===== src/rtl/light_source_switch.sv =====
// N-channel light-pattern source selector with manual/auto round-robin selection,
// a dark gap on every source change, and an Avalon-MM register slave.
module light_source_switch #(
  parameter int WIDTH        = 3,
  parameter int NUM_CH       = 4,
  parameter int SEL_W        = 2,
  parameter int DWELL_W      = 32,
  parameter int BLANK_CYCLES = 2
) (
  input  logic                    clk,
  input  logic                    reset_n,
  input  logic [1:0]              address,
  input  logic                    write,
  input  logic [31:0]             writedata,
  input  logic                    read,
  output logic [31:0]             readdata,
  input  logic [NUM_CH*WIDTH-1:0] in_data,
  output logic [WIDTH-1:0]        out,
  output logic                    blanking
);

  localparam logic [0:0] HOLD  = 1'b0;
  localparam logic [0:0] BLANK = 1'b1;

  localparam int BCW = (BLANK_CYCLES > 1) ? $clog2(BLANK_CYCLES) : 1;
  localparam logic [BCW-1:0]   BLAST   = BCW'((BLANK_CYCLES > 0) ? BLANK_CYCLES - 1 : 0);
  localparam logic [SEL_W-1:0] LAST_CH = SEL_W'(NUM_CH - 1);

  logic [NUM_CH-1:0][WIDTH-1:0] ch;

  for (genvar k = 0; k < NUM_CH; k++) begin : g_ch
    assign ch[k] = in_data[k*WIDTH +: WIDTH];
  end

  logic [0:0]         state, state_n;
  logic               mode, en;
  logic [SEL_W-1:0]   sel_reg, active, active_n, target, target_n;
  logic [DWELL_W-1:0] dwell, dwell_cnt, dwell_cnt_n, dwell_last;
  logic [BCW-1:0]     blank_cnt, blank_cnt_n;

  logic               wr_ctrl, wr_sel, wr_dwell, en_eff, req;
  logic [SEL_W-1:0]   sel_eff, req_tgt;
  logic [WIDTH-1:0]   out_n;
  logic [31:0]        rd_val;

  assign blanking = (state == BLANK);

  always_comb begin
    wr_ctrl    = write && (address == 2'd0);
    wr_sel     = write && (address == 2'd1) && (writedata < 32'(NUM_CH));
    wr_dwell   = write && (address == 2'd2);
    // A SEL write is visible to the FSM on its own sampling edge; MODE is not,
    // so an auto->manual change acts on the following HOLD cycle.
    en_eff     = wr_ctrl ? writedata[1] : en;
    sel_eff    = wr_sel ? writedata[SEL_W-1:0] : sel_reg;
    dwell_last = (dwell == '0) ? '0 : dwell - 1'b1;

    state_n     = state;
    active_n    = active;
    target_n    = target;
    dwell_cnt_n = dwell_cnt;
    blank_cnt_n = blank_cnt;
    req         = 1'b0;
    req_tgt     = target;

    case (state)
      HOLD: begin
        if (mode) begin
          // >= so a DWELL shrunk below the running count still expires
          if (dwell_cnt >= dwell_last) begin
            req         = 1'b1;
            req_tgt     = (active == LAST_CH) ? '0 : active + 1'b1;
            dwell_cnt_n = '0;
          end else begin
            dwell_cnt_n = dwell_cnt + 1'b1;
          end
        end else if (sel_eff != active) begin
          req     = 1'b1;
          req_tgt = sel_eff;
        end
        if (req) begin
          target_n = req_tgt;
          if (BLANK_CYCLES == 0) begin
            active_n = req_tgt;
          end else begin
            state_n     = BLANK;
            blank_cnt_n = '0;
          end
        end
      end
      default: begin
        if (blank_cnt == BLAST) begin
          active_n    = target;
          dwell_cnt_n = '0;
          state_n     = HOLD;
        end else begin
          blank_cnt_n = blank_cnt + 1'b1;
        end
      end
    endcase

    if (wr_ctrl) dwell_cnt_n = '0;

    out_n = (state_n == HOLD && en_eff) ? ch[active_n] : '0;

    rd_val = '0;
    case (address)
      2'd0: rd_val[1:0] = {en, mode};
      2'd1: rd_val[SEL_W-1:0] = sel_reg;
      2'd2: rd_val = 32'(dwell);
      default: begin
        rd_val[SEL_W-1:0] = active;
        rd_val[8]         = (state == BLANK);
      end
    endcase
  end

  always_ff @(posedge clk or negedge reset_n) begin
    if (!reset_n) begin
      state     <= HOLD;
      mode      <= 1'b0;
      en        <= 1'b1;
      sel_reg   <= '0;
      dwell     <= '0;
      active    <= '0;
      target    <= '0;
      dwell_cnt <= '0;
      blank_cnt <= '0;
      out       <= '0;
      readdata  <= '0;
    end else begin
      state     <= state_n;
      active    <= active_n;
      target    <= target_n;
      dwell_cnt <= dwell_cnt_n;
      blank_cnt <= blank_cnt_n;
      out       <= out_n;
      if (wr_ctrl) begin
        mode <= writedata[0];
        en   <= writedata[1];
      end
      if (wr_sel)   sel_reg <= writedata[SEL_W-1:0];
      if (wr_dwell) dwell   <= writedata[DWELL_W-1:0];
      if (read)     readdata <= rd_val;
    end
  end

endmodule

===== config.mk =====
export PLATFORM = sky130hd
export DESIGN_NAME = light_source_switch
export DESIGN_NICKNAME = d
export VERILOG_FILES = /design/src/rtl/light_source_switch.sv
export SDC_FILE = /design/constraint.sdc
export NUM_CORES = 1
export LEC_CHECK = 0
export CAP_MARGIN = 20
export CORE_ASPECT_RATIO = 1.25
export CORE_MARGIN = 1
export CORE_UTILIZATION = 40
export CTS_BUF_LIST = sky130_fd_sc_hd__clkbuf_4 sky130_fd_sc_hd__clkbuf_8
export DETAILED_ROUTE_END_ITERATION = 16
export GPL_TIMING_DRIVEN = 0
export PLACE_DENSITY = 0.64
export REMOVE_ABC_BUFFERS = 1
export SLEW_MARGIN = 20
export SYNTH_ARGS = -nofsm -noshare
export SYNTH_HDL_FRONTEND = slang
export SYNTH_SLANG_ARGS = --single-unit

===== constraint.sdc =====
create_clock -name clk -period 13.7 [get_ports clk]
set_clock_uncertainty 0.2 [all_clocks]
set_input_delay 2.74 -clock clk [delete_from_list [all_inputs] [get_ports clk]]
set_output_delay 2.74 -clock clk [all_outputs]
set_load 0.1 [all_outputs]

### Floorplan with the power grid, run 1

The bar under the picture is 20 um long. Pins as bars on the die edge.
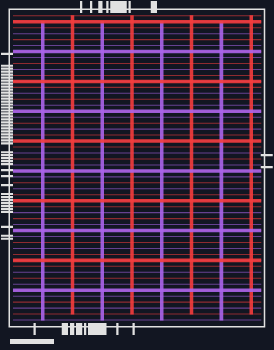
- VSS: purple
- VDD: red
- signal pins: 86
- met4 straps: 8
- met5 straps: 10
- rows: 51
die width: 116 um
Max VDD drop: 153 uV
Die Ht: 144 um
core area: 15700 um2

### Cells coloured by class, run 1

Fill, decap, tap and diode cells in grey.
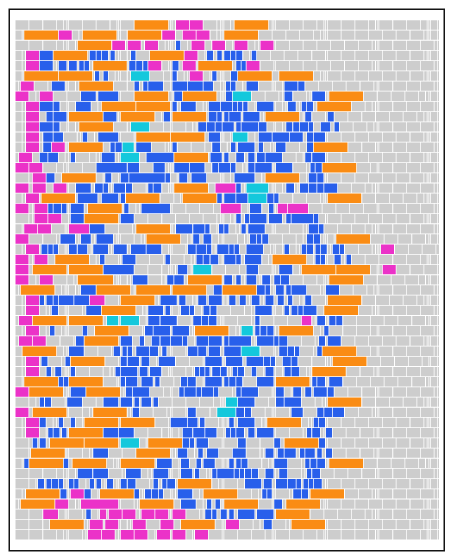
- all other logic: blue (cells 538; share of their area 48%)
- clock drivers and dummy loads: cyan (cells 16; share of their area 2.7%)
- other buffers and delay cells: magenta (cells 93; share of their area 13%)
- flip-flops: orange (cells 109; share of their area 36%)
final instance area: 7780 um2
Seq/total area: 35.1%
final core area utilization: 49.6%
row count: 51

### Clock network drawn from the DEF, run 1

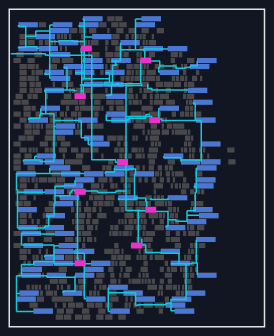
- cells driving clock nets: magenta (count 9)
- clock wires: cyan (length 1420 um)
- flip-flops: blue (count 109)
- routed clock nets: 10
clock group total power: 201 uW
clk latency late pin: 390 ps
Clock Power Share: 20.0%

==> Changelog: implementation, run 1 <==
### Physical design

* Antenna-violating nets left at 0
* Final setup fails at 0
* Post-Syn Instances at between 600 and 700
* Comb group at 387 uW
* Status: finished clean
* Synth Area per Inst at ~9.6 um2
* Most frequent cells after synthesis: dfrtp_1 (108), nand2_1 (106), inv_1 (40)
* DP Wirelength at 11900 um
* First-pass GRT wire length at 26500 um
* Power Dens Cells at between 100 and 150 nW/um2
* R2r startpoint: dwell[23]$_DFFE_PN0P_
* Top power group: registers
* Setup slack, reg-to-reg at about 7600 ps
* R2R cell count at 17
* RD Place Congestion at 0.829
* CTS sink cnt at around 110
* Final-stage net count at 837
* Fin Setup TNS at 0 ps
* Clock network area share at 2.57%
* Post-CTS setup buffer count at 0
* IO Pins at 86
* Yosys warnings at 0
* RSZ-0062 raised after global routing: no
* Asr flop ratio synth at 100%
* # Cells Yosys at roughly 680
* Max-cap viol count at 0
* Leading cell kind: logic gates
* P_sw at approximately 430 uW
* CP Class: reg -> reg
* Final setup margin at 7620 ps
* Buffers outside the clock class at 93
* Max Clock Freq at 0.165 GHz
* Levels on crit path at 17
* FILL cells at 1525
* Maximum clock path buffer count at 2
* Synthesized area at 6460 um2
* Placement Cell Area at around 7600 um2
* Regs by FF count: dwell (32), dwell_cnt (32), readdata (32)
* Main kind of combinational logic by area: simple AND/OR/NAND/NOR gates
* Die ar. at 16700 um2
* Tot GR Track Use at approximately a fifth
* Avg WL per Cell at 16.0 um
* Worst hold start: dwell_cnt[31]$_DFFE_PN0P_
* Crit path DRT at 13820 ps
* Clk pin slew, worst setup/hold paths at ~110 ps
--- run 2 (diff from run 1) ---
--- a/config.mk
+++ b/config.mk
@@ -12,7 +12,7 @@
 export CTS_BUF_LIST = sky130_fd_sc_hd__clkbuf_4 sky130_fd_sc_hd__clkbuf_8
 export DETAILED_ROUTE_END_ITERATION = 16
 export GPL_TIMING_DRIVEN = 0
-export PLACE_DENSITY = 0.64
+export PLACE_DENSITY = 0.66
 export REMOVE_ABC_BUFFERS = 1
 export SLEW_MARGIN = 20
 export SYNTH_ARGS = -nofsm -noshare
==> constraint.sdc (replaced) <==
create_clock -name clk -period 5.1 [get_ports clk]
set_clock_uncertainty 0.2 [all_clocks]
set_input_delay 1.02 -clock clk [delete_from_list [all_inputs] [get_ports clk]]
set_output_delay 1.02 -clock clk [all_outputs]
set_load 0.1 [all_outputs]
==> run 2 against run 1 <==
  * Synthesized area unchanged
  * Register-to-register slack got worse by 7300 ps
  * Count of clock-buffer cells in the layout shrank 1
  * Via count grew 0.61%
  * Utilization grew 0.68 points
  * Die size stayed put
  * First-iteration DRC count is 7.4% higher
  * Sequential cell count did not move
  * Wire length grew 1.0%
  * Design area increased by 1.4%
==> Changelog: implementation, run 2 <==
### Physical design

* Status: finished clean (unchanged)
* Antenna-violating nets left at 0 (unchanged)
* Top power group: registers (unchanged)
* Final setup fails at 0 (unchanged)
* Met2 Resource Use GR at 35.9% (was 35.0%)
* Max VDD drop at 268 uV (was 153 uV)
* Hold-fix buffer count after cts at 0 (unchanged)
* Ys flops at 109 (unchanged)
* Clk root buf: clkbuf_8 (unchanged)
* Synthesized-area fraction occupied by adder cells at 6.97% (unchanged)
* Yosys stat area at 6460 um2 (unchanged)
* FILL cells at 1501 (was 1525)
* Main kind of combinational logic by area: simple AND/OR/NAND/NOR gates (unchanged)
* IO Pins at 86 (unchanged)
* Layout area overhead at 22.1% (was 20.4%)
* Share of layout cells above drive strength 1 at 12.5% (was 11.1%)
* Post-Syn Instances at 675 (unchanged)
* Fin Setup TNS at 0 ps (unchanged)
* DP Wirelength at 11900 um (about the same)
* Final instance area at 7890 um2 (was 7780 um2)
* CP Class: reg -> reg (unchanged)
* Levels on crit path at 14 (was 17)
* RD Place Congestion at 0.812 (was 0.829)
* Setup slack, reg-to-reg at 270 ps (was 7620 ps)
* Comb power frac at 37.6% (was 38.3%)
* Power Dens Cells at 355 nW/um2 (was 130 nW/um2)
* First-pass GRT wire length at 26200 um (was 26500 um)
* Synthesized area at 6460 um2 (unchanged)
* Crit path DAT at 4910 ps (was 6190 ps)
* Post-layout period usage at 94.6% (was 44.4%)
* Metal-1 WL at 6810 um (was 7100 um)
* R2R cell count at 14 (was 17)
* R2r startpoint: dwell[23]$_DFFE_PN0P_ (unchanged)
* Core area at 15700 um2 (unchanged)
* Vias in the first global route at 5415 (was 5316)
* Final core area utilization at 50.2% (was 49.6%)
* Critical-path top delay cell: or4_1 (was nor4_4)
* Crit path DRT at 5190 ps (was 13820 ps)
* Die Ht at 144 um (unchanged)
* Max Clock Freq at 0.207 GHz (was 0.165 GHz)
* Maximum clock path buffer count at 2 (unchanged)
* Placement Cell Area at 7580 um2 (was 7570 um2)
* Max-cap viol count at 0 (unchanged)
* WL met3 at 476 um (was 404 um)
* Mux share at 10.8% (unchanged)
* DR vias/cell at 5.40 (was 5.38)
* Die ar. at 16700 um2 (unchanged)
* Initial antenna violation count at 0 (unchanged)
* Initial DRC count at 246 (was 229)
* CP endpoint kind: flip-flop (unchanged)
* Yosys warnings at 0 (unchanged)
* Buffers outside the clock class at 96 (was 93)
* Most frequent cells after synthesis: dfrtp_1 (108), nand2_1 (106), inv_1 (40) (unchanged)
* Final setup margin at 275 ps (was 7620 ps)
* Final-stage net count at 840 (was 837)
* Reg power frac at 40.9% (was 41.7%)
* Switching Fraction at 42.3% (was 42.5%)
* #MultiIn Comb at 498 (unchanged)
* Area share, top type at 41.8% (unchanged)
* Logic share of the area at 44.7% (about the same)
* Worst-margin pin slew at 990 ps (was 1010 ps)
* Post-synth EDFFs at 0 (unchanged)
* Leading cell kind: logic gates (unchanged)
* Seq pwr at 1140 uW (was 421 uW)
* Row count at 51 (unchanged)
* RSZ-0062 raised after global routing: no (unchanged)
* Cell Type Count at 62 (unchanged)
* Inverters at 40 (unchanged)
* P_sw at 1180 uW (was 429 uW)
* Min Tclk post-route at 4830 ps (was 6080 ps)
* WP buf/inv at 1 (was 4)
* Register share after synthesis at 42.3% (unchanged)
* Clk pin slew, worst setup/hold paths at 130 ps (was 110 ps)
* Crit path launch: dwell[23]$_DFFE_PN0P_ (unchanged)
* Synth Area per Inst at 9.57 um2 (unchanged)
* Slowest stage delay, CP at 560 ps (was 660 ps)
* Number of port buffers at 85 (unchanged)
* Die width at 116 um (unchanged)
* Post-CTS setup buffer count at 2 (was 0)
* Detail Route met2 WL at 8220 um (was 7720 um)
* Seq/total area at 34.6% (was 35.1%)
* Regs by FF count: dwell (32), dwell_cnt (32), readdata (32) (unchanged)
* # Cells Yosys at 675 (unchanged)
* Asr flop ratio synth at 100% (unchanged)
* Comb group at 1050 uW (was 387 uW)
* Clock network area share at 2.90% (was 2.57%)
### Clock nets, run 2

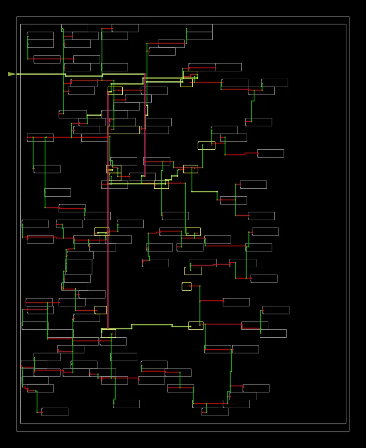
clock buf count: 9
seq_cells: 109
clk latency late pin: 400 ps
total CTS buffers: 9
CTS sink cnt: 109

### Metal layers overlaid, run 2

The bar under the picture is 20 um long. Only two layers are drawn.
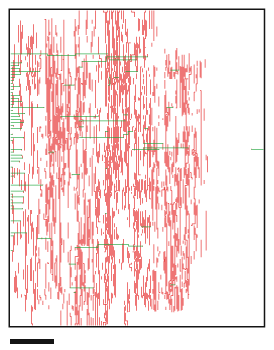
- met2: red (wire length 8220 um)
- met3: green (wire length 477 um)
Avg WL per Cell: 16.1 um
Vias: 5243
Total Wirelength: 15700 um
Tot GR Track Use: 20.0%

### Clock network drawn from the DEF, run 2

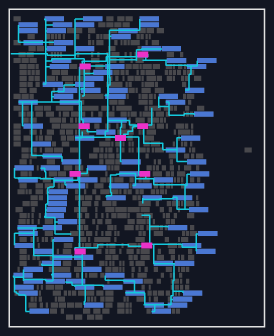
- cells driving clock nets: magenta (count 9)
- flip-flops: blue (count 109)
- clock wires: cyan (length 1370 um)
- flops lie: widely spread
clock group total power: 603 uW
Clock Power Share: 21.5%

Power figures rest on the tool's default switching activity, not on a simulated workload.
